Design sent_tx_engine, sky130hd; sources not shown.
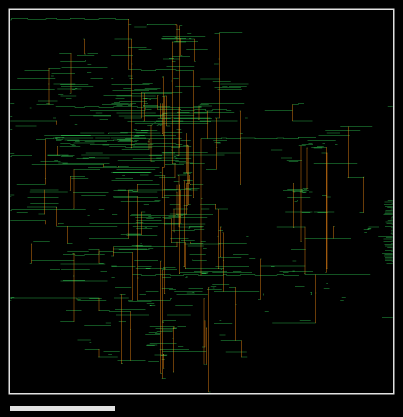
wires.png
Bar = 100 um. Two of the layers only.
metal 4 -> orange  # wire length 4040 um
metal 3 -> green  # wire length 9610 um
average wire per standard cell: 27.7 um
Vias: 30400
total track usage: 21.2%
Routed Wire Length: 141 mm

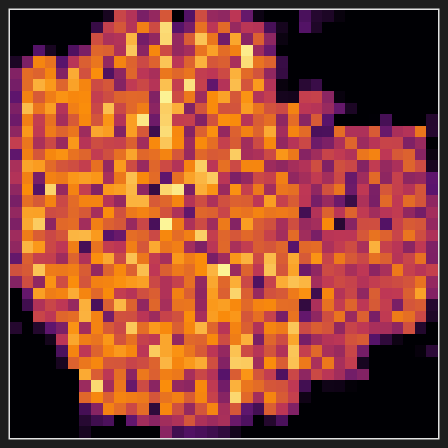
cell_density.png
37 x 37 tiles, from black (low) to pale yellow (high), 0 to 100% covered.
mean over tiles = 44%
tiles over 75% full = 12%
fullest tile = 98%
emptiest ninth of the die = north-east
nearly empty tiles = 20%
core box area: 0.131 mm2
Layout Utilization: 46.5%
Pre-Place Util: 41.2%

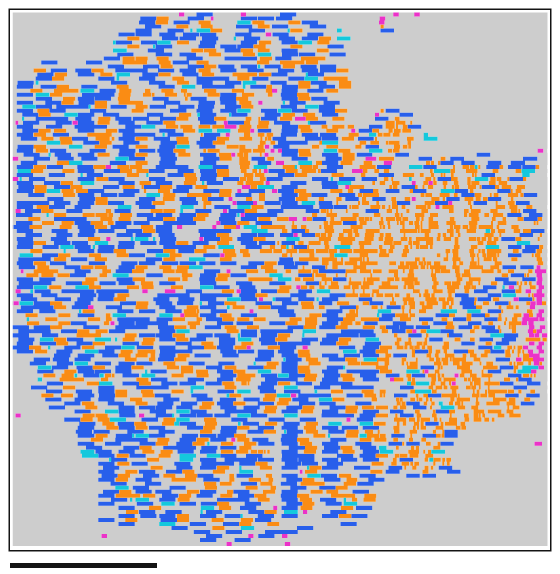
placement_by_type.png
Bar = 100 um. Fill, decap, tap and diode cells in grey.
combinational and other logic -> orange  # cells 1892
other buffers and delay cells -> magenta  # cells 146
clock drivers and dummy loads -> cyan  # cells 216
flops -> blue  # cells 1071
Final Cell Area: 0.0610 mm2
num rows: 133
Seq/total area: 51.3%

==> Changelog: implementation <==
### Metrics

- Status: finished, final reports clean
- Critical Path Slowest Stage Cell: o32a_1
- Via density: 5.99
- Hold path depth: 0
- Logic area: 0.0219 mm2
- Slew HR: about 27%
- Worst path arrival time: between 10000 and 15000 ps
- FF+latch count, synth: 1071
- Die width: 366 um
- Synth top area cells: edfxtp_1 50%, mux4_2 23%, dfrtp_1 7.4%
- DR iter-0 viols: 3016
- Register area: 0.0313 mm2
- Top cells excl fill/tap: 896 x edfxtp_1, 564 x mux4_2, 154 x dfrtp_1
- Area grow syn2layout: 12.9%
- GR Overflow Total: 0
- Fin nets: 3418
- I/O Buffers: 79
- Crit path DRT: around 16000 ps
- Comb gates: 1778
- Crit end category: flop
- Non-CTS inverters: 114
- Placed Cells: around 4900
- Flip-flops with a built-in enable: 896
- CP most frequent cell: inv_1
- Worst-Margin Slew: 1090 ps
- Fin crit share: 71.0%
- Share of cells above drive strength 1: 27.5%
- Worst setup SP type: flop
- Antenna violations before repair: 10
- Sw power: 1610 uW
- Clk_lat worst skew: about 770 ps
- Crit path max fanout: 20
- Max incr delay on CP: 640 ps
- Power density cells: 112 mW/mm2
- Number of cells in Yosys stat: 3145
- Nonclk buf count: around 150
- Post-route DRC: 0
- Syn Inst Count: around 3100
- Area leader, netlist: edfxtp_1
- Area-dominant class: flip-flops and latches
- Mapped Area: 0.0541 mm2
- Static leakage: 0.0202 uW
- WP buf/inv: 8
- YS chip area: 0.0541 mm2
- I/O pins: 84
- Switching portion of total power: 23.5%
- Maximum level of the CTS H-tree: 3
- Worst-path clk slew: around 60 ps
- Fin. Hold Viols: 0
- Setup CP Type: reg -> reg
- Post-synth top area share: 49.8%
- Mapped Nets: 3337
- Synth async-reset ratio: 16.3%
- Hold Crit Class: reg -> reg
- Detail Route Antenna Nets: 0
- DP HPWL: a little over 80 mm
- Buffering overhead: 2.18%
- Final std cells w/o fill: 5081
- Flops: 1071
- FMAX: 93.7 MHz
- Most numerous logic cell after layout: edfxtp_1
- Clock Tree Buf Depth: 3
- Crit path max-delay family: adder cells
- Reg2Reg Setup Slack: 4360 ps
- # clk buffers: 151
- # resized after CTS: 0
- Post-CTS setup buffer count: 0
- Number of global-route vias before repair: 30900
- Simple Share, Synth: 4.79%
- Crit path depth: 38
- Clock sink count: 1071
- Reg power frac: 50.7%
- Tapcell count: between 1500 and 2000
- Comb area share: 35.9%
- Area fraction in mux cells: 26.1%
- MaxCap Viol Count: 0
- Clock power share: 41.8%
- CTS tree: built
- TNS Setup: 0 ps
[per-stage QoR]
step           setup WS (ps)  utilization [%]  area [um2]  power, uW
5_1_grt                 3620             46.5       61000       7050
3_5_place_dp            4350             43.6       57200       4040
3_3_place_gp            4430             43.6       57200       4030
6_report                4360             46.5       61000       6830
2_1_floorplan           5910                -       54100       3760
4_1_cts                 4280             46.5       61000       6890
[power by group through the flow]
stage               sequential, uW  combinational [uW]  clock [uW]
detailed placement            3520                 520           0
CTS                           3460                 522        2910
global route                  3480                 549        3020
global placement              3520                 514           0
finish                        3460                 514        2850
floorplan                     3500                 264           0
[metal layers]
layer	up-vias	track usage, %	share of wire (%)
li1	13000	-	-
met1	16000	28.5	41
met2	1122	35.3	49
met3	235	3.84	6.8
met4	14	6.07	2.9
met5	-	0	0.067
Power figures rest on the tool's default switching activity, not on a simulated workload.
